### src/rtl/dmem_pkg.sv
// Shared types and big-endian lane helpers for the data-memory arbiter.
package dmem_pkg;

  typedef enum logic [1:0] {
    BYTE = 2'd0,
    HALF = 2'd1,
    WORD = 2'd2
  } size_e;

  typedef enum logic [1:0] {
    IDLE  = 2'd0,
    READ  = 2'd1,
    WRITE = 2'd2,
    RESP  = 2'd3
  } state_e;

  // Lane 0 is the most significant byte of the word.
  function automatic logic [31:0] lane_extract(input logic [31:0] word,
                                               input logic [1:0]  off,
                                               input size_e       size,
                                               input logic        sgn);
    logic [7:0]  b;
    logic [15:0] h;
    logic [31:0] r;
    case (off)
      2'd0:    b = word[31:24];
      2'd1:    b = word[23:16];
      2'd2:    b = word[15:8];
      default: b = word[7:0];
    endcase
    h = off[1] ? word[15:0] : word[31:16];
    case (size)
      BYTE:    r = {{24{sgn & b[7]}}, b};
      HALF:    r = {{16{sgn & h[15]}}, h};
      default: r = word;
    endcase
    return r;
  endfunction

  function automatic logic [31:0] lane_merge(input logic [31:0] word,
                                             input logic [1:0]  off,
                                             input size_e       size,
                                             input logic [31:0] wdata);
    logic [31:0] r;
    r = word;
    case (size)
      BYTE: begin
        case (off)
          2'd0:    r[31:24] = wdata[7:0];
          2'd1:    r[23:16] = wdata[7:0];
          2'd2:    r[15:8]  = wdata[7:0];
          default: r[7:0]   = wdata[7:0];
        endcase
      end
      HALF: begin
        if (off[1]) r[15:0]  = wdata[15:0];
        else        r[31:16] = wdata[15:0];
      end
      default: r = wdata;
    endcase
    return r;
  endfunction

endpackage

### src/rtl/dmem_arbiter.sv
// Round-robin two-port arbiter/sequencer for the single-port dmem; sub-word stores use RMW.
// Latency from grant: error 1, load 2, word store 2, sub-word store 3; no new grant until back in IDLE.
import dmem_pkg::*;

module dmem_arbiter #(
  parameter int WORDS = 64
) (
  input  logic             clk,
  input  logic             reset,
  input  logic [1:0]       req_valid,
  output logic [1:0]       req_ready,
  input  logic [1:0]       req_we,
  input  logic [1:0][1:0]  req_size,
  input  logic [1:0]       req_signed,
  input  logic [1:0][31:0] req_addr,
  input  logic [1:0][31:0] req_wdata,
  output logic [1:0]       rsp_valid,
  output logic [31:0]      rsp_rdata,
  output logic             rsp_err,
  output logic             mem_we,
  output logic [31:0]      mem_a,
  output logic [31:0]      mem_wd,
  input  logic [31:0]      mem_rd
);

  localparam logic [29:0] WORD_LIMIT = 30'(WORDS);

  state_e      state_q, state_d;
  logic        last_grant_q, last_grant_d;
  logic        owner_q, owner_d;
  logic        we_q, we_d;
  size_e       size_q, size_d;
  logic        signed_q, signed_d;
  logic [31:0] addr_q, addr_d;
  logic [31:0] wdata_q, wdata_d;
  logic [31:0] word_q, word_d;
  logic        err_q, err_d;

  logic        gnt;
  logic [1:0]  gnt_size;
  logic [31:0] gnt_addr;
  logic        gnt_err;

  // On a tie, favour whichever requester was not served last.
  always_comb begin
    gnt      = (&req_valid) ? ~last_grant_q : req_valid[1];
    gnt_size = req_size[gnt];
    gnt_addr = req_addr[gnt];
    gnt_err  = (gnt_size == 2'd3)
             | ((gnt_size == 2'd1) & gnt_addr[0])
             | ((gnt_size == 2'd2) & (|gnt_addr[1:0]))
             | (gnt_addr[31:2] >= WORD_LIMIT);
  end

  always_comb begin
    state_d      = state_q;
    last_grant_d = last_grant_q;
    owner_d      = owner_q;
    we_d         = we_q;
    size_d       = size_q;
    signed_d     = signed_q;
    addr_d       = addr_q;
    wdata_d      = wdata_q;
    word_d       = word_q;
    err_d        = err_q;
    req_ready    = '0;
    rsp_valid    = '0;
    rsp_err      = 1'b0;
    rsp_rdata    = '0;
    mem_we       = 1'b0;
    mem_a        = '0;
    mem_wd       = '0;

    case (state_q)
      IDLE: begin
        if (!reset && (|req_valid)) begin
          req_ready[gnt] = 1'b1;
          last_grant_d   = gnt;
          owner_d        = gnt;
          we_d           = req_we[gnt];
          size_d         = gnt_err ? WORD : size_e'(gnt_size);
          signed_d       = req_signed[gnt];
          addr_d         = gnt_addr;
          wdata_d        = req_wdata[gnt];
          err_d          = gnt_err;
          if (gnt_err)                               state_d = RESP;
          else if (req_we[gnt] && gnt_size == 2'd2)  state_d = WRITE;
          else                                       state_d = READ;
        end
      end
      READ: begin
        mem_a   = {addr_q[31:2], 2'b00};
        word_d  = mem_rd;
        state_d = we_q ? WRITE : RESP;
      end
      WRITE: begin
        mem_we  = !reset;
        mem_a   = {addr_q[31:2], 2'b00};
        mem_wd  = lane_merge(word_q, addr_q[1:0], size_q, wdata_q);
        state_d = RESP;
      end
      RESP: begin
        rsp_valid[owner_q] = 1'b1;
        rsp_err            = err_q;
        if (!err_q && !we_q)
          rsp_rdata = lane_extract(word_q, addr_q[1:0], size_q, signed_q);
        state_d = IDLE;
      end
      default: state_d = IDLE;
    endcase
  end

  always_ff @(posedge clk) begin
    if (reset) begin
      state_q      <= IDLE;
      last_grant_q <= 1'b1;
      owner_q      <= 1'b0;
      we_q         <= 1'b0;
      size_q       <= WORD;
      signed_q     <= 1'b0;
      addr_q       <= '0;
      wdata_q      <= '0;
      word_q       <= '0;
      err_q        <= 1'b0;
    end else begin
      state_q      <= state_d;
      last_grant_q <= last_grant_d;
      owner_q      <= owner_d;
      we_q         <= we_d;
      size_q       <= size_d;
      signed_q     <= signed_d;
      addr_q       <= addr_d;
      wdata_q      <= wdata_d;
      word_q       <= word_d;
      err_q        <= err_d;
    end
  end

endmodule

### config.mk
export PLATFORM = sky130hd
export DESIGN_NAME = dmem_arbiter
export DESIGN_NICKNAME = d
export VERILOG_FILES = /design/src/rtl/dmem_pkg.sv /design/src/rtl/dmem_arbiter.sv
export SDC_FILE = /design/constraint.sdc
export NUM_CORES = 1
export LEC_CHECK = 0
export CAP_MARGIN = 30
export CORE_ASPECT_RATIO = 0.9
export CORE_MARGIN = 2
export CORE_UTILIZATION = 45
export DETAILED_ROUTE_END_ITERATION = 16
export PLACE_DENSITY = 0.84
export SLEW_MARGIN = 20
export SYNTH_ARGS = -nofsm -noshare
export SYNTH_HDL_FRONTEND = slang
export SYNTH_SLANG_ARGS = --single-unit
### constraint.sdc
create_clock -name clk -period 3.65 [get_ports clk]
set_input_delay 0.365 -clock clk [delete_from_list [all_inputs] [get_ports clk]]
set_output_delay 0.365 -clock clk [all_outputs]
set_load 0.02 [all_outputs]
==> metrics.log, run 1 <==
[flow] summary of implementation run
INFO  metric layoutNonFillerInstCount = 1,280
INFO  metric place_inst = 1,265
INFO  metric synthArstFlopShare = 0%
INFO  metric crit_start = addr_q[1]
INFO  metric placement.io_buffers = 271
INFO  metric clock_tree.htree_level_count = 3
INFO  metric synthDistinctLibCells = 50
INFO  metric tritoncts.num_buffers = 9
INFO  metric compound_area_share = 23.50%
INFO  metric nClkBuffers = 10
INFO  metric dr.first_iter.drc_count = 684
INFO  metric met3WireLength = 2442 µm
INFO  metric rsz_0062_raised_after_global_routing = false
INFO  metric worst_hold_path.num_cells = 1
INFO  metric total_leakage_power = 3.549 nW
INFO  metric fin_util = 68.33%
INFO  metric max_stage_delay = 740 ps
INFO  metric critical_path_arrival = 2990 ps
INFO  metric floorplan.rows = 41
INFO  metric antenna_found_initial = 0
INFO  metric yosys.area_share.adder = 0.7776%
INFO  metric post_route_total_power = 3.993 mW
INFO  metric power.density = 417.2 nW/µm²
INFO  metric run_status = finished clean
INFO  metric clock_cell_area_share = 3.478%
INFO  metric synth.cellmix.simpleShare = 27.78%
INFO  metric synth.logic.top_family = simple AND/OR/NAND/NOR gates
INFO  metric period_minus_slack = 3351 ps
INFO  metric diodes = 0
INFO  metric worst_r2r_startpoint = state_q[0]
INFO  metric layout-area-overhead-vs-synth = 48.68%
INFO  metric timing.critical_path.to = rsp_rdata[2]
INFO  metric share_of_the_clock_period_used_by_the_worst_path = 91.80%
INFO  metric timing.hold.worst.start = addr_q[9]
INFO  metric yosys-mux-area-fraction = 8.612%
INFO  metric hold_buffers = 0
INFO  metric tapcell.inserted = 193
INFO  metric cts.root.buffer_cell = sky130_fd_sc_hd__clkbuf_16
INFO  metric synth-area-yosys = 6436 µm²
INFO  metric ys_seq_share = 32.66%
INFO  metric ff2ff_setup_slack = 1530 ps
INFO  metric startpoint_to_endpoint_class_of_the_critical_path = reg -> out
INFO  metric fp.coreArea = 14,000 µm²
INFO  metric wl_per_cell = 18.81 µm
INFO  metric post_synth_tally_of_flip_flops_with_integrated_enable = 0
INFO  metric yosysWarningCount = 0
run 1: synthesized netlist by cell type (all sizes together), types with 8 or more instances:
library cell	n	area [µm²]
buf	24	132.6
a222oi	8	80.08
a221oi	8	70.07
mux2i	52	520.5
clkbuf	55	206.5
and3	9	56.30
nor4	8	50.05
and2	40	250.2
dfxtp	105	2102
a211oi	14	105.1
nand2	147	551.8
a311oi	33	289.0
nor2b	33	206.5
nand2b	9	56.30
a21oi	67	346.6
nor3b	16	120.1
inv	22	82.58
a31o	33	289.0
o21ai	25	125.1
nor2	99	374.1
run 1: power breakdown:
group / switching (mW) / internal, mW
sequential: 0.181 / 1.32
clock: 0.449 / 0.669
combinational: 0.713 / 0.657
total: 1.34 / 2.65
Run 1, the metal 1 layer:
The bar under the picture is 50 µm long.
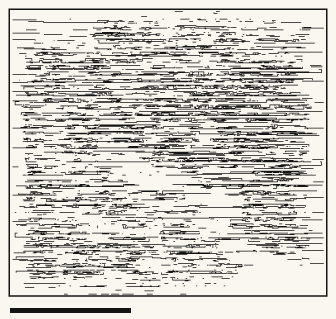
wire length on this layer: 9,690 µm
share of all routed wire: 40%
nets with wire on the layer: 1,101
main direction: horizontal
longest straight run: 32.2 µm

Run 1, the metal 2 layer:
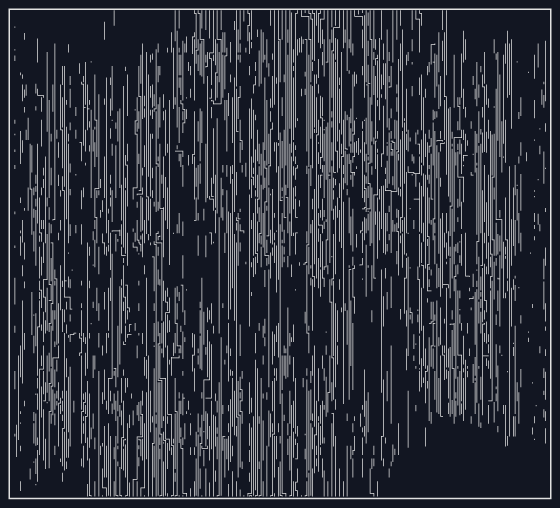
share of all routed wire: 47%
wire length on this layer: 11,300 µm
longest straight run: 64.9 µm
nets with wire on the layer: 1,026

Run 1, met3 routing:
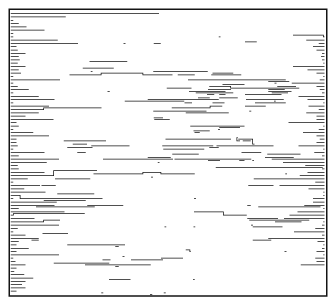
longest straight run: 60.7 µm
nets with wire on the layer: 231
share of all routed wire: 10%
main direction: horizontal

## Run 2: what changed since run 1
CORE_UTILIZATION = 47   (was 45)
PLACE_DENSITY = 0.87   (was 0.84)
SLEW_MARGIN = 40   (was 20)
Run 2, met4 routing:
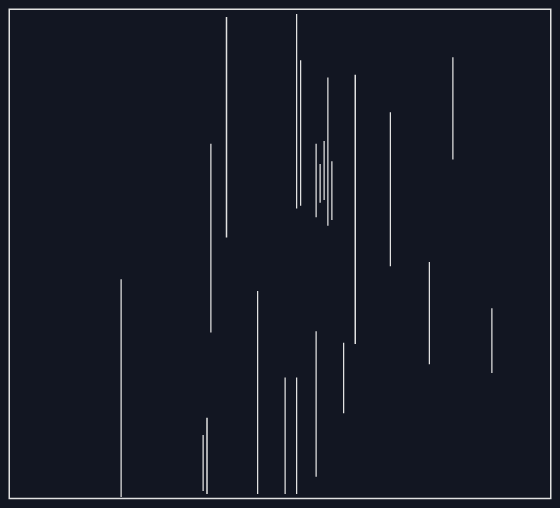
nets with wire on the layer: 20
share of all routed wire: 2.8%
wire length on this layer: 659 µm
longest straight run: 63.2 µm
main direction: vertical

Run 2, the metal 1 layer:
The bar under the picture is 50 µm long.
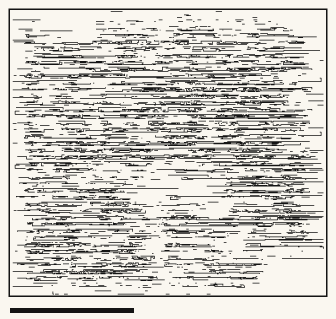
nets with wire on the layer: 1,101
main direction: horizontal

Run 2, congestion heat map:
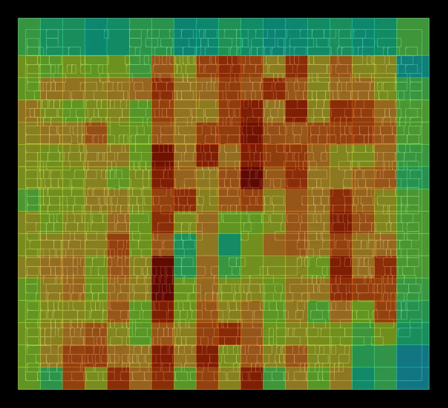
global router's overall resource usage: 31.32%
Layout Utilization: 70.98%
detailed-route wire length per cell: 18.69 µm

==> run 2 against run 1 <==
Against the previous run:
- clock power decreased by 5%
- area after synthesis unchanged
- largest power group unchanged
- critical path type unchanged
- largest cell class unchanged
- die size shrank 4.1%
- register-to-register slack lost 70 ps
- clock skew up 2.8 ps
==> metrics.log, run 2 <==
[flow] summary of implementation run
INFO  metric power.density = 413.6 nW/µm²
INFO  metric rsz_0062_raised_after_global_routing = false
INFO  metric compound_area_share = 23.50%
INFO  metric dp_hpwl = 17,340 µm
INFO  metric die_width = 127.4 µm
INFO  metric period_minus_slack = 3459 ps
INFO  metric xor_area_share = 0%
INFO  metric run_status = finished clean
INFO  metric seq_cell_power = 1.50 mW
INFO  metric tritoncts.num_buffers = 9
INFO  metric netlist.top_cell.by_area = sky130_fd_sc_hd__dfxtp_1
INFO  metric power.combinational.fraction = 34.7%
INFO  metric timing.hold.worst.start = addr_q[26]
INFO  metric dr.first_iter.drc_count = 614
INFO  metric met3WireLength = 2218 µm
INFO  metric groute.layer.met3.usage = 9.121%
INFO  metric internal-power = 2.579 mW
INFO  metric yosys.area_share.adder = 0.7776%
INFO  metric post_synth_tally_of_flip_flops_with_integrated_enable = 0
INFO  metric critical_path_arrival = 3090 ps
INFO  metric timing.critical_path.to = rsp_rdata[22]
INFO  metric setup_ws = 190.9 ps
INFO  metric slew-limit-headroom = 50.16%
INFO  metric initial_core_util = 48.16%
INFO  metric finalHoldWorstSlack = 482.1 ps
INFO  metric placement.io_buffers = 271
INFO  metric clock_tree.htree_level_count = 3
INFO  metric largest_net_degree_at_the_start_of_global_routing = 74
INFO  metric yosys-mux-area-fraction = 8.612%
INFO  metric fp.coreArea = 13,360 µm²
INFO  metric synth.cellmix.simpleShare = 27.78%
INFO  metric share_of_the_clock_period_used_by_the_worst_path = 94.77%
INFO  metric crit_start = size_q[1]
INFO  metric startpoint_to_endpoint_class_of_the_critical_path = reg -> out
INFO  metric crit_chain = buf_4, buf_4, a21oi_1, or2_1, a21oi_1, clkdlybuf4s50_1
INFO  metric setup_viol = 0
INFO  metric cts.root.buffer_cell = sky130_fd_sc_hd__clkbuf_16
INFO  metric total_leakage_power = 3.513 nW
INFO  metric worst_r2r_startpoint = state_q[0]
INFO  metric netlist.area_leader.share = 32.66%
INFO  metric crit_buf_inv = 3
INFO  metric hold_buffers = 0
INFO  metric yosys-top-cells-area = sky130_fd_sc_hd__dfxtp_1, sky130_fd_sc_hd__nand2_1, sky130_fd_sc_hd__mux2i_1
INFO  metric drive_above_1_share = 7.005%
INFO  metric netSwitchingFraction = 34.26%
INFO  metric final_common_cell = sky130_fd_sc_hd__clkdlybuf4s50_1
INFO  metric ff2ff_setup_slack = 1460 ps
INFO  metric synthArstFlopShare = 0%
INFO  metric worst_hold_path.num_cells = 1
INFO  metric power.clock.fraction = 27.0%
INFO  metric uppermost_layer_routed = met4
INFO  metric layout-area-overhead-vs-synth = 47.38%
INFO  metric floorplan.rows = 40
INFO  metric synth.logic.top_family = simple AND/OR/NAND/NOR gates
INFO  metric power.sequential.fraction = 38.2%
INFO  metric max_stage_delay = 750 ps
INFO  metric synth-area-yosys = 6436 µm²
INFO  metric power.combinational.total = 1.36 mW
INFO  metric diodes = 0
INFO  metric yosysWarningCount = 0
INFO  metric post_synth_inst_count = 860
INFO  metric timing.critical_path.required = 3280 ps
INFO  metric powerClk = 1.06 mW
INFO  metric ys_seq_share = 32.66%
INFO  metric min_delay_worst_endpoint = addr_q[26]
INFO  metric antenna_found_initial = 0
INFO  metric synthDistinctLibCells = 50
INFO  metric fillCellCount = 1,103
INFO  metric ys_dominant_reg_cell = sky130_fd_sc_hd__dfxtp_1
INFO  metric main_power_consuming_group = sequential cells
INFO  metric power.net_switching = 1.344 mW
INFO  metric most_frequent_cell_after_synthesis = sky130_fd_sc_hd__nand2_1
INFO  metric synthTopCellsByCount = sky130_fd_sc_hd__nand2_1, sky130_fd_sc_hd__dfxtp_1, sky130_fd_sc_hd__nor2_1
==> run 2: cell counts after synthesis <==
Identical to the previous run, type by type.
==> run 2: stage by stage <==
| step | power (mW) | cell area (µm²) | instances | utilization [%] |
|---|---|---|---|---|
| floorplan | 2.294 | 6440 | 861 | - |
| global placement | 2.845 | 9163 | 1237 | 68.57 |
| detailed placement | 2.867 | 9173 | 1237 | 68.64 |
| CTS | 3.924 | 9485 | 1253 | 70.98 |
| global route | 4.106 | 9485 | 1253 | 70.98 |
| finish | 3.923 | 9485 | 1253 | 70.98 |
==> run 2: cell type report <==
type                       count  share of cell area [%]
clock inverter                 4                  0.8046
clock buffer                  12                   2.493
multi-input combinational    654                   41.58
tap                          168                   2.216
sequential                   105                   22.19
timing repair buffer         287                   29.81
inverter                      23                  0.9102
## Run 3: what changed since run 2
SETUP_SLACK_MARGIN = 0.2   (was not set)
Run 3, congestion heat map:
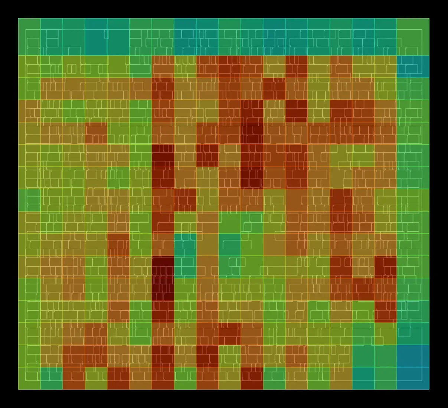
highest-utilization routing layer at the global route stage: met2
M2 GR Usage: 53.01%
detailed-route wire length per cell: 18.70 µm
Layout Utilization: 71.00%
met3 track demand over resource in global routing: 9.121%

Run 3, the metal 2 layer:
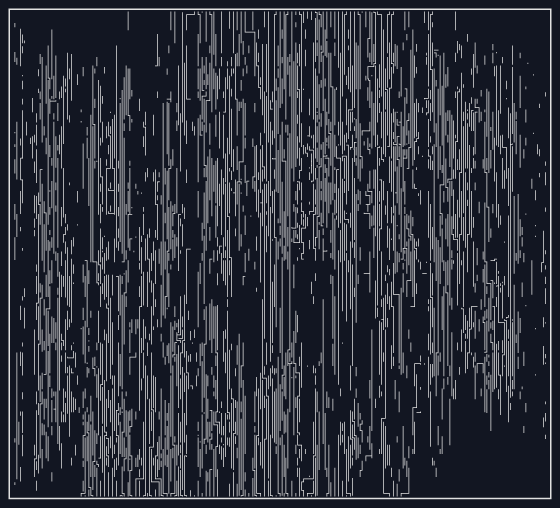
wire length on this layer: 10,900 µm
share of all routed wire: 47%

Run 3, met4 routing:
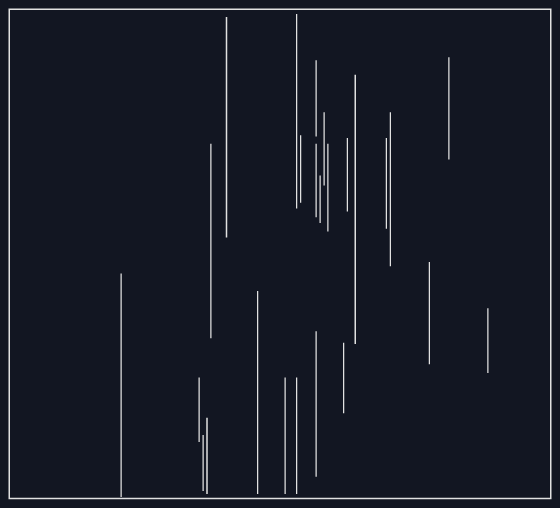
nets with wire on the layer: 23
wire length on this layer: 692 µm
share of all routed wire: 2.9%

==> run 3 against run 2 <==
Against the previous run:
- combinational power is essentially flat
- synthesized cell count is the same
- clock power is essentially flat
- setup slack gained 120 ps
- sequential share of layout area is essentially flat
- die size is the same
- critical endpoint unchanged
- largest power group unchanged
- highest routed layer unchanged
==> metrics.log, run 3 <==
[flow] summary of implementation run
INFO  metric run_status = finished clean
INFO  metric max_stage_delay = 640 ps
INFO  metric cts.root.buffer_cell = sky130_fd_sc_hd__clkbuf_16
INFO  metric ys_dominant_reg_cell = sky130_fd_sc_hd__dfxtp_1
INFO  metric nClkBuffers = 12
INFO  metric yosys-mux-area-fraction = 8.612%
INFO  metric setup_viol = 0
INFO  metric internal-power = 2.578 mW
INFO  metric largest_net_degree_at_the_start_of_global_routing = 74
INFO  metric ys_seq_share = 32.66%
INFO  metric post_dp_cell_area = 9173 µm²
INFO  metric power.density = 413.7 nW/µm²
INFO  metric power.clock.fraction = 27.1%
INFO  metric startpoint_to_endpoint_class_of_the_critical_path = reg -> out
INFO  metric power.combinational.fraction = 34.7%
INFO  metric place_inst = 1,237
INFO  metric setup_ws = 313.4 ps
INFO  metric largestClassByArea = multi-input combinational cells
INFO  metric yosysWarningCount = 0
INFO  metric power.sequential.fraction = 38.2%
INFO  metric finalHoldWorstSlack = 481.3 ps
INFO  metric hold_buffers = 0
INFO  metric synthDistinctLibCells = 50
INFO  metric total_leakage_power = 3.513 nW
INFO  metric critical_path_arrival = 2970 ps
INFO  metric diodes = 0
INFO  metric post_synth_inst_count = 860
INFO  metric clock_tree.htree_level_count = 3
INFO  metric post_synth_tally_of_flip_flops_with_integrated_enable = 0
INFO  metric dr.first_iter.drc_count = 583
INFO  metric layout.non_clock_inverters = 23
INFO  metric yosys-top-cells-area = sky130_fd_sc_hd__dfxtp_1, sky130_fd_sc_hd__nand2_1, sky130_fd_sc_hd__mux2i_1
INFO  metric compound_area_share = 23.50%
INFO  metric powerClk = 1.06 mW
INFO  metric seq_cell_power = 1.50 mW
INFO  metric antenna_found_initial = 0
INFO  metric layoutNonFillerInstCount = 1,253
INFO  metric share_of_the_clock_period_used_by_the_worst_path = 91.41%
INFO  metric crit_buf_inv = 1
INFO  metric timing.critical_path.required = 3280 ps
INFO  metric period_minus_slack = 3337 ps
INFO  metric netlist.top_cell.by_area = sky130_fd_sc_hd__dfxtp_1
INFO  metric synth.logic.top_family = simple AND/OR/NAND/NOR gates
INFO  metric fillCellCount = 1,102
INFO  metric comb_gates = 654
INFO  metric power.net_switching = 1.346 mW
INFO  metric main_power_consuming_group = sequential cells
INFO  metric floorplan.rows = 40
INFO  metric initial_core_util = 48.16%
INFO  metric placement.io_buffers = 271
INFO  metric most_frequent_cell_after_synthesis = sky130_fd_sc_hd__nand2_1
INFO  metric post_route_total_power = 3.925 mW
INFO  metric power.combinational.total = 1.36 mW
INFO  metric xor_area_share = 0%
==> run 3: cell counts after synthesis <==
Identical to the previous run, type by type.
==> run 3: worst paths after layout <==
check	from	end	slack, ps	cells after the start
max	size_q[0]	rsp_rdata[22]	310	6
min	addr_q[30]	addr_q[30]	480	1
max reg2reg	state_q[0]	addr_q[1]	1440	7
min reg2reg	addr_q[30]	addr_q[30]	480	1
==> run 3: kinds of logic after synthesis <==
kind of cell | after synthesis
fa+ha+maj | 4
flops | 105
simple gates | 380
compound gates | 214
buf+inv | 102
other cells | 1
mux | 54
==> run 3: layer usage <==
metal	GRT usage (%)	vias up	share of wire, %
li1	-	3464	-
met5	0	-	0
met2	53.01	335	47
met4	11.06	0	2.9
met1	38.22	3368	41
met3	9.121	54	9.4
Power is estimated from default activity; no workload was simulated.
